==> src/rtl/rx_prbs_checker_16b.sv <==
// rx_prbs_checker_16b: self-synchronising PRBS checker for 16-bit deserialized words.
// Seeds a predictor from the received stream, then free-runs it once locked to count bit errors.
module rx_prbs_checker_16b #(
    parameter int N_PRBS        = 32,
    parameter int WIDTH         = 16,
    parameter int LOCK_THRESH   = 64,
    parameter int UNLOCK_THRESH = 8,
    parameter int CNT_W         = 32
) (
    input  logic                         clk,
    input  logic                         rst_n,
    input  logic                         en,
    input  logic [WIDTH-1:0]             din,
    input  logic                         din_valid,
    input  logic [N_PRBS-1:0]            eqn,
    input  logic                         inv_in,
    input  logic                         clear_cnt,
    output logic                         lock,
    output logic                         err_word,
    output logic [$clog2(WIDTH+1)-1:0]   err_bits,
    output logic [CNT_W-1:0]             err_cnt,
    output logic [CNT_W-1:0]             word_cnt
);
    localparam int SEED_WORDS = (N_PRBS + WIDTH - 1) / WIDTH;
    localparam int EB_W       = $clog2(WIDTH + 1);
    localparam int SC_W       = $clog2(LOCK_THRESH + UNLOCK_THRESH + SEED_WORDS + 1);
    localparam logic [1:0] S_IDLE = 2'd0;
    localparam logic [1:0] S_SEED = 2'd1;
    localparam logic [1:0] S_WAIT = 2'd2;
    localparam logic [1:0] S_LOCK = 2'd3;

    logic [1:0]        r_state;
    logic [SC_W-1:0]   r_cnt;
    logic [N_PRBS-1:0] r_hist;
    logic              r_lock;
    logic              r_err_word;
    logic [EB_W-1:0]   r_err_bits;
    logic [CNT_W-1:0]  r_err_cnt;
    logic [CNT_W-1:0]  r_word_cnt;
    logic [N_PRBS-1:0] w_free;
    logic [N_PRBS-1:0] w_rx;
    logic [WIDTH-1:0]  w_din;
    logic [WIDTH-1:0]  w_pred;
    logic [WIDTH-1:0]  w_err;
    logic [EB_W-1:0]   w_nerr;
    logic [SC_W-1:0]   w_lim;
    logic              w_chk;
    logic              w_ev;
    logic              w_fire;
    logic              w_hit;
    logic [CNT_W:0]    w_esum;

    // Predicted bits feed back into the recursion, so w_free is also the free-run next history.
    always_comb begin
        w_din  = inv_in ? ~din : din;
        w_free = r_hist;
        w_pred = '0;
        w_nerr = '0;
        for (int i = WIDTH - 1; i >= 0; i--) begin
            w_pred[i] = ^(w_free & eqn);
            w_free    = {w_free[N_PRBS-2:0], w_pred[i]};
        end
        w_err = w_pred ^ w_din;
        for (int i = 0; i < WIDTH; i++) w_nerr = w_nerr + EB_W'(w_err[i]);
        w_rx   = {r_hist[N_PRBS-WIDTH-1:0], w_din};
        w_chk  = r_state == S_WAIT || r_state == S_LOCK;
        w_ev   = r_state == S_SEED || (r_state == S_WAIT && w_err == '0) || (r_state == S_LOCK && w_err != '0);
        w_lim  = r_state == S_SEED ? SC_W'(SEED_WORDS - 1) :
                 r_state == S_WAIT ? SC_W'(LOCK_THRESH - 1) : SC_W'(UNLOCK_THRESH - 1);
        w_fire = w_ev && r_cnt == w_lim;
        w_hit  = en && din_valid && r_state == S_LOCK;
        w_esum = {1'b0, r_err_cnt} + (CNT_W+1)'(w_nerr);
    end

    always_ff @(posedge clk or negedge rst_n) begin
        if (!rst_n) begin
            r_state    <= S_IDLE;
            r_cnt      <= '0;
            r_hist     <= '0;
            r_lock     <= 1'b0;
            r_err_word <= 1'b0;
            r_err_bits <= '0;
        end else if (!en) begin
            r_state    <= S_IDLE;
            r_cnt      <= '0;
            r_lock     <= 1'b0;
            r_err_word <= 1'b0;
            r_err_bits <= '0;
        end else if (r_state == S_IDLE) begin
            r_state <= S_SEED;
            r_cnt   <= '0;
        end else if (din_valid) begin
            r_hist     <= r_state == S_LOCK ? w_free : w_rx;
            r_err_word <= w_chk && w_err != '0;
            r_err_bits <= w_chk ? w_nerr : '0;
            r_cnt      <= w_ev && !w_fire ? r_cnt + SC_W'(1) : '0;
            if (w_fire) begin
                r_state <= r_state == S_SEED ? S_WAIT : r_state == S_WAIT ? S_LOCK : S_SEED;
                r_lock  <= r_state == S_WAIT;
            end
        end
    end

    always_ff @(posedge clk or negedge rst_n) begin
        if (!rst_n) begin
            r_err_cnt  <= '0;
            r_word_cnt <= '0;
        end else if (clear_cnt) begin
            r_err_cnt  <= '0;
            r_word_cnt <= '0;
        end else if (w_hit) begin
            r_err_cnt  <= w_esum[CNT_W] ? '1 : w_esum[CNT_W-1:0];
            r_word_cnt <= &r_word_cnt ? r_word_cnt : r_word_cnt + CNT_W'(1);
        end
    end

    assign lock     = r_lock;
    assign err_word = r_err_word;
    assign err_bits = r_err_bits;
    assign err_cnt  = r_err_cnt;
    assign word_cnt = r_word_cnt;
endmodule

==> config.mk <==
export PLATFORM = sky130hd
export DESIGN_NAME = rx_prbs_checker_16b
export DESIGN_NICKNAME = d
export VERILOG_FILES = /design/src/rtl/rx_prbs_checker_16b.sv
export SDC_FILE = /design/constraint.sdc
export NUM_CORES = 1
export LEC_CHECK = 0
export CAP_MARGIN = 20
export CORE_UTILIZATION = 50
export CTS_CLUSTER_SIZE = 16
export DETAILED_ROUTE_END_ITERATION = 10
export GPL_TIMING_DRIVEN = 0
export PLACE_DENSITY = 0.73
export SYNTH_ARGS = -nofsm -noshare
export SYNTH_HDL_FRONTEND = slang
export SYNTH_SLANG_ARGS = --single-unit
==> constraint.sdc <==
create_clock -name clk -period 11.5 [get_ports clk]
set_clock_uncertainty 0.05 [all_clocks]
set_input_delay 2.3 -clock clk [delete_from_list [all_inputs] [get_ports clk]]
set_output_delay 2.3 -clock clk [all_outputs]
set_load 0.05 [all_outputs]
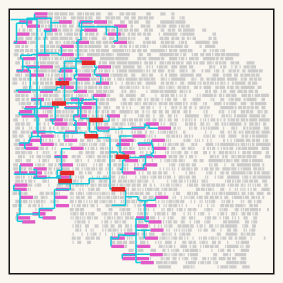
(run_1/clk_routes.png)
(1.5 px per µm)
- magenta: flip-flops (count 112)
- red: clock drivers (count 9)
- cyan: clock wires (length 1,440 µm)
- routed clock nets: 10
clk ins delay skew pair: 370 ps

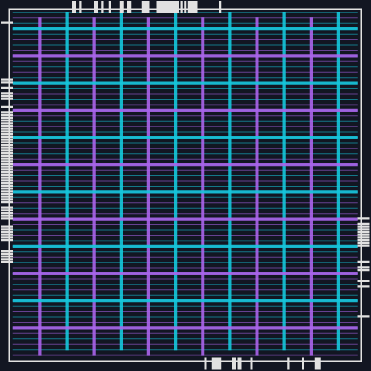
(run_1/power_grid.png)
(2 px per µm) Pins as bars on the die edge.
- purple: VSS
- cyan: VDD
- met5 straps: 12
- signal pins: 125
- met4 straps: 12
Die X: 175.3 µm

==> flow_summary.toml, run 1 <==
# implementation run metrics
[routing]
dr_wl_met2_um = 24810
post-route-drc-count = 0
m1WireLength_um = 21030
antenna_left = 0
wl_per_cell_um = 20.46
topRoutingLayerUsed = "met4"
drtIter0Drc = 1465
viasPerCell = 6.044
firstDrtPassIters = 5
wl_met3_um = 5228

[critical_path]
cp-start-kind = "input port"
worstReg2RegStart = "r_hist[21]"
crit_fanout = 7
crit_start = "eqn[23]"
worst-path-stages = 52
path_class = "in2reg"
r2r-end = "err_cnt[13]"
critical_path.endpoint_type = "flip-flop"
reg2reg_setup_slack_ps = -1610
critical_path.top_delay_family = "simple AND/OR/NAND/NOR gates"
endpoint = "err_cnt[13]"
cp.required_ps = 11690
cp_num_buf_inv = 7
cp_common_cell = "fa_2"
cp.arrival_ps = 14350
critPathMaxStageDelay_ps = 590
slowest_stage = "or4_4"
reg2reg_depth = 52

[finish]
fin_area_mm2 = 0.01919
mi_logic_area_mm2 = 0.01268
comb.multi_input.count = 1740
fillerInstances = 2443
seq_share_pct = 14.61
final_layout_top_logic_cell = "nand2_1"
fin_nets = 2333
fin_cells = 2646
nClkBuffers = 9
layout_top_cells = "nand2_1, xnor2_1, xor2_1, dfrtp_1"
comb_share_pct = 66.11
clk_share_pct = 1.650
nFlopsAndLatches = 112
flop_area_mm2 = 0.002803
area_growth_pct = 27.82
inv_count = 30
area_dominant_class = "combinational gates"
n_all_buffers = 357
buffer_area_share_pct = 14.44
fin_util_pct = 64.91
drive_gt1_share_pct = 18.00
num_antenna_cells = 1

[logic_synthesis]
simple_gate_area_share_pct = 23.68
post-synth-top-count-cell = "nand2_1"
edf_count = 0
numSynthFlops = 112
async_flop_share_pct = 100.0
fa_ha_area_share_pct = 2.967
ys_seq_share_pct = 18.67
xor_share_pct = 32.74
ys_top_logic_family = "XOR/XNOR gates"
ys_sh_mux_pct = 2.534
yosys-top-cells-count = "nand2_1, xnor2_1, clkbuf_1"
yosys_cells = 2042
yosysUniqueCellTypes = 97
syn-num-nets = 2125
aoi_share_pct = 14.29
top_cells_by_area = "xnor2_1, dfrtp_1, nand2_1"
yosys_area_mm2 = 0.01501
synth.avg_cell_area_um2 = 7.352
yosys_warnings = 0
yosys.area.top_type_share_pct = 22.40
synth_top_cell_by_area = "xnor2_1"
netlist_instances = 2042
ff_type = "dfrtp_1"
syn_area_mm2 = 0.01501

[final_timing]
worst_slew_pin_slew_ps = 874.9
worst_slack_ps = -2654
slew_headroom_pct = 41.67
fin_tns_setup_ps = -82420
rsz0062_at_grt = "true"
finalCriticalPeriod_ps = 14150
finalSetupViolations = 41
finalHoldViolations = 0
finalCritPeriodShare_pct = 123.1
slew_viol_final = 0
whs_ps = 470.4
max_freq_mhz = 70.65

[cts]
post_cts_resize_count = 177
cts_tree = "built"
htree_levels = 3
clock_sinks = 112
cts-buffers-inserted = 9
cts_hold_buffers = 0
cts-root-buf = "clkbuf_16"
clockBufferDepth = 2
cts_setup_buffers = 72
path_clk_slew_ps = 90

[grt]
busiest_layer = "met2"
use_met1_pct = 42.22
grt_pass1_vias = 15450
grt.total_usage_pct = 33.72
grt-ovfl-total = 0
grt_util_met3_pct = 5.238
antenna_found_initial = 1
grt_start_max_net_pins = 99
grt_util_met2_pct = 55.57
grt_pass1_wl_um = 82660

[placement]
gp_congestion = 0.9577
placedCellCount = 2531
hpwlAfterDp_um = 35660
dpl-instance-area_mm2 = 0.01675
place.port_buffers = 98
pre_cts_ws_ps = -4285

[flow_run]
maxCapViolCount = 0
log.warning_count = 34

[min_path]
holdCritStartpoint = "err_word"
hold_path.class = "reg2reg"
holdPathEnd = "err_word"
holdPathStages = 1

[die]
row_count = 63
initCoreUtil_pct = 50.79
num_io_pins = 125
well_tap_count = 390
dieArea_mm2 = 0.03072
core_mm2 = 0.02956

[status]
violations = "negative setup slack"
status = "finished, violations left"
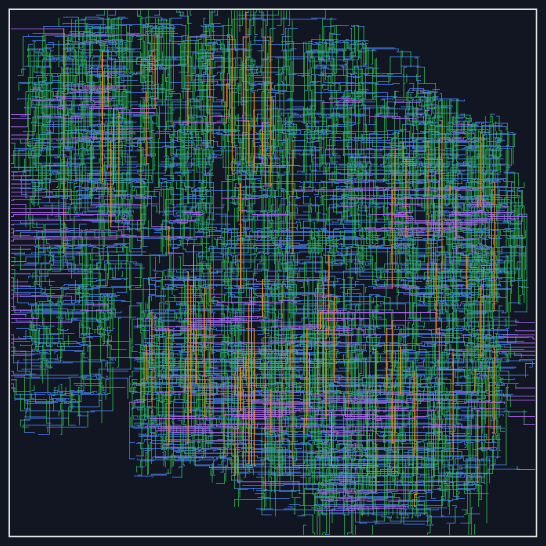
(run_1/wires.png)
(3 px per µm)
- green: metal 2 (wire length 24.8 mm)
- orange: metal 4 (wire length 3,070 µm)
- purple: metal 3 (wire length 5,230 µm)
- blue: metal 1 (wire length 21.0 mm)
Post-Route WL: 54,140 µm
routed vias: 15.99k

==> run 1 -> run 2 <==
Settings changed: CORE_ASPECT_RATIO set to 0.8.
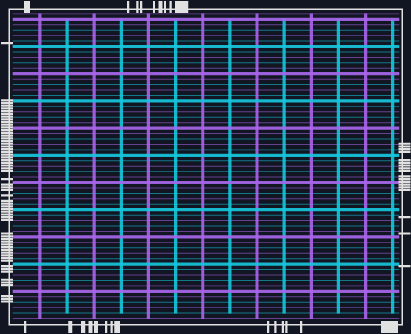
(run_2/power_grid.png)
(2 px per µm) Pins as bars on the die edge.
- purple: VSS
- cyan: VDD
- signal pins: 125
- met1 rails: 57
- met4 straps: 14
Die X: 195.7 µm
die height: 157.0 µm
Core Region: 0.02943 mm²

==> flow_summary.toml, run 2 <==
# implementation run metrics
[status]
status = "finished, violations left"
violations = "negative setup slack"

[logic_synthesis]
top_cells_by_area = "xnor2_1, dfrtp_1, nand2_1"
aoi_share_pct = 14.29
yosys-top-cells-count = "nand2_1, xnor2_1, clkbuf_1"
yosys_cells = 2042
yosysUniqueCellTypes = 97
numSynthFlops = 112
edf_count = 0
synth.avg_cell_area_um2 = 7.352
simple_gate_area_share_pct = 23.68
xor_share_pct = 32.74
ys_sh_mux_pct = 2.534
ys_top_logic_family = "XOR/XNOR gates"
netlist_instances = 2042
fa_ha_area_share_pct = 2.967
ff_type = "dfrtp_1"
syn_area_mm2 = 0.01501
ys_seq_share_pct = 18.67
post-synth-top-count-cell = "nand2_1"
yosys_area_mm2 = 0.01501
synth_top_cell_by_area = "xnor2_1"

[placement]
pre_cts_ws_ps = -4437
gp_congestion = 0.9749
hpwlAfterDp_um = 36930
dpl-instance-area_mm2 = 0.01673
place.port_buffers = 98

[cts]
cts-root-buf = "clkbuf_16"
cts_hold_buffers = 0
path_clk_slew_ps = 90
clockBufferDepth = 2
cts_tree = "built"
htree_levels = 3
cts_setup_buffers = 66
clock_latency_ps = 370

[min_path]
holdPathEnd = "r_cnt[0]"
hold_path.class = "reg2reg"
holdCritStartpoint = "r_cnt[0]"

[die]
dieArea_mm2 = 0.03072
row_count = 56
initCoreUtil_pct = 51.01
num_io_pins = 125

[routing]
post-route-drc-count = 0
dr_wl_met2_um = 25000
viasPerCell = 6.091
antenna_left = 0
drtIter0Drc = 1748
finalWirelength_um = 55830
firstDrtPassIters = 6
num_vias = 16060
wl_met3_um = 6258

[final_timing]
finalCritPeriodShare_pct = 121.6
whs_ps = 480.2
worst_slack_ps = -2484
finalSetupViolations = 39
rsz0062_at_grt = "true"
slew_headroom_pct = 41.93
worst_slew_pin_slew_ps = 871.0
finalHoldViolations = 0
finalCriticalPeriod_ps = 13980
slew_viol_final = 0

[grt]
grt_start_max_net_pins = 87
grt_pass1_vias = 15490
grt_util_met2_pct = 56.14
grt-ovfl-total = 0
use_met1_pct = 45.85
grt_util_met3_pct = 5.678
antenna_found_initial = 3
grt_pass1_wl_um = 83900

[finish]
flop_area_mm2 = 0.002803
fin_util_pct = 65.63
comb_share_pct = 66.09
final_layout_top_logic_cell = "nand2_1"
area_growth_pct = 28.66
clk_share_pct = 1.788
inv_count = 30
fin_cells = 2637
seq_share_pct = 14.51
n_all_buffers = 360
comb.multi_input.count = 1740
nClkBuffers = 9
fin_nets = 2336
num_antenna_cells = 2
area_dominant_class = "combinational gates"
buffer_area_share_pct = 14.50
fin_area_mm2 = 0.01931
fillerInstances = 2421
nFlopsAndLatches = 112
drive_gt1_share_pct = 18.91

[critical_path]
cp_num_buf_inv = 10
cp.required_ps = 11740
reg2reg_setup_slack_ps = -1330
worst-path-stages = 56
critical_path.top_delay_family = "AND-OR/OR-AND gates"
crit_fanout = 6
cp.arrival_ps = 14220
worstReg2RegStart = "r_hist[8]"
critPathMaxStageDelay_ps = 520
critical_path.endpoint_type = "flip-flop"
path_class = "in2reg"
crit_start = "eqn[8]"
endpoint = "err_cnt[25]"
reg2reg_depth = 56
r2r-end = "err_cnt[25]"
slowest_stage = "fa_1"

[flow_run]
maxCapViolCount = 0
log.warning_count = 34

[pwr]
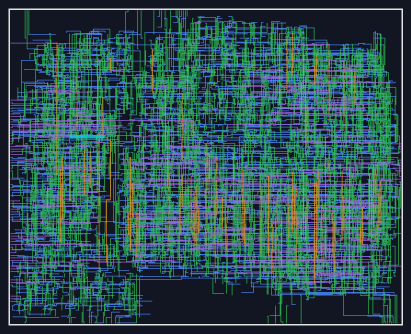
(run_2/wires.png)
(2 px per µm)
- blue: metal 1 (wire length 22.2 mm)
- cyan: metal 5 (wire length 15.6 µm)
- purple: metal 3 (wire length 6,260 µm)
- green: metal 2 (wire length 25.0 mm)
- orange: metal 4 (wire length 2,340 µm)
GR Util All Layers: 34.66%
post-DR wirelength/cell: 21.17 µm

==> run 2 -> run 3 <==
Settings changed: ABC_AREA set to 1, CORE_MARGIN set to 8, CTS_BUF_LIST set to sky130_fd_sc_hd__clkbuf_16.
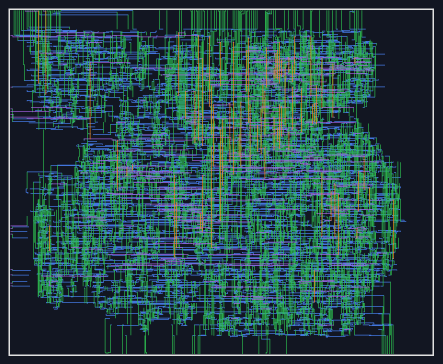
(run_3/wires.png)
(2 px per µm)
- blue: metal 1 (wire length 22.1 mm)
- green: metal 2 (wire length 24.7 mm)
- purple: metal 3 (wire length 3,630 µm)
- orange: metal 4 (wire length 1,560 µm)
post-DR wirelength/cell: 16.61 µm
Post-Route WL: 51,970 µm
GR Util All Layers: 25.83%
routed vias: 17.03k

==> flow_summary.toml, run 3 <==
# implementation run metrics
[status]
status = "finished, violations left"
violations = "negative setup slack"

[final_timing]
slew_viol_final = 0
worst_slack_ps = -2565
rsz0062_at_grt = "true"
finalHoldViolations = 0
whs_ps = 474.1
finalCritPeriodShare_pct = 122.3
finalSetupViolations = 32

[flow_run]
log.warning_count = 34

[logic_synthesis]
synth_top_cell_by_area = "nand2_1"
top_cells_by_area = "nand2_1, dfrtp_1, xnor2_1"
ys_sh_mux_pct = 0
yosys_cells = 2494
yosys_area_mm2 = 0.01525
simple_gate_area_share_pct = 37.78
xor_share_pct = 23.60
ff_type = "dfrtp_1"
yosys-top-cells-count = "nand2_1, xnor2_1, inv_1"
yosysUniqueCellTypes = 45
syn_area_mm2 = 0.01525

[grt]
grt_util_met2_pct = 43.04
antenna_found_initial = 0
grt_pass1_wl_um = 77140
grt_pass1_vias = 15370
grt_util_met3_pct = 2.862
grt_start_max_net_pins = 95

[placement]
hpwlAfterDp_um = 35900
gp_congestion = 0.9136
dpl-instance-area_mm2 = 0.01729
pre_cts_ws_ps = -4044

[routing]
viasPerCell = 5.444
drtIter0Drc = 1661
dr_wl_met2_um = 24730

[finish]
clk_share_pct = 1.454
fin_util_pct = 66.46
flop_area_mm2 = 0.002803
num_antenna_cells = 0
buffer_area_share_pct = 14.39
inv_count = 250
seq_share_pct = 13.98
nClkBuffers = 9
comb_share_pct = 62.83
comb.multi_input.count = 1998
final_layout_top_logic_cell = "nand2_1"

[cts]
cts_hold_buffers = 0
cts_setup_buffers = 75
path_clk_slew_ps = 80
clock_latency_ps = 380

[critical_path]
crit_fanout = 10
cp_num_buf_inv = 14
crit_start = "eqn[2]"
path_class = "in2reg"
worstReg2RegStart = "r_hist[19]"
critical_path.endpoint_type = "flip-flop"
reg2reg_setup_slack_ps = -1180

[min_path]
hold_path.class = "reg2reg"
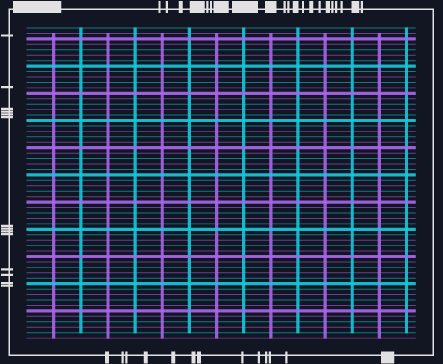
(run_3/power_grid.png)
(2 px per µm) Pins as bars on the die edge.
- purple: VSS
- cyan: VDD
- met1 rails: 58
- rows: 57
- met4 straps: 14
- signal pins: 125
- met5 straps: 11
die height: 172.2 µm
Core Region: 0.03017 mm²

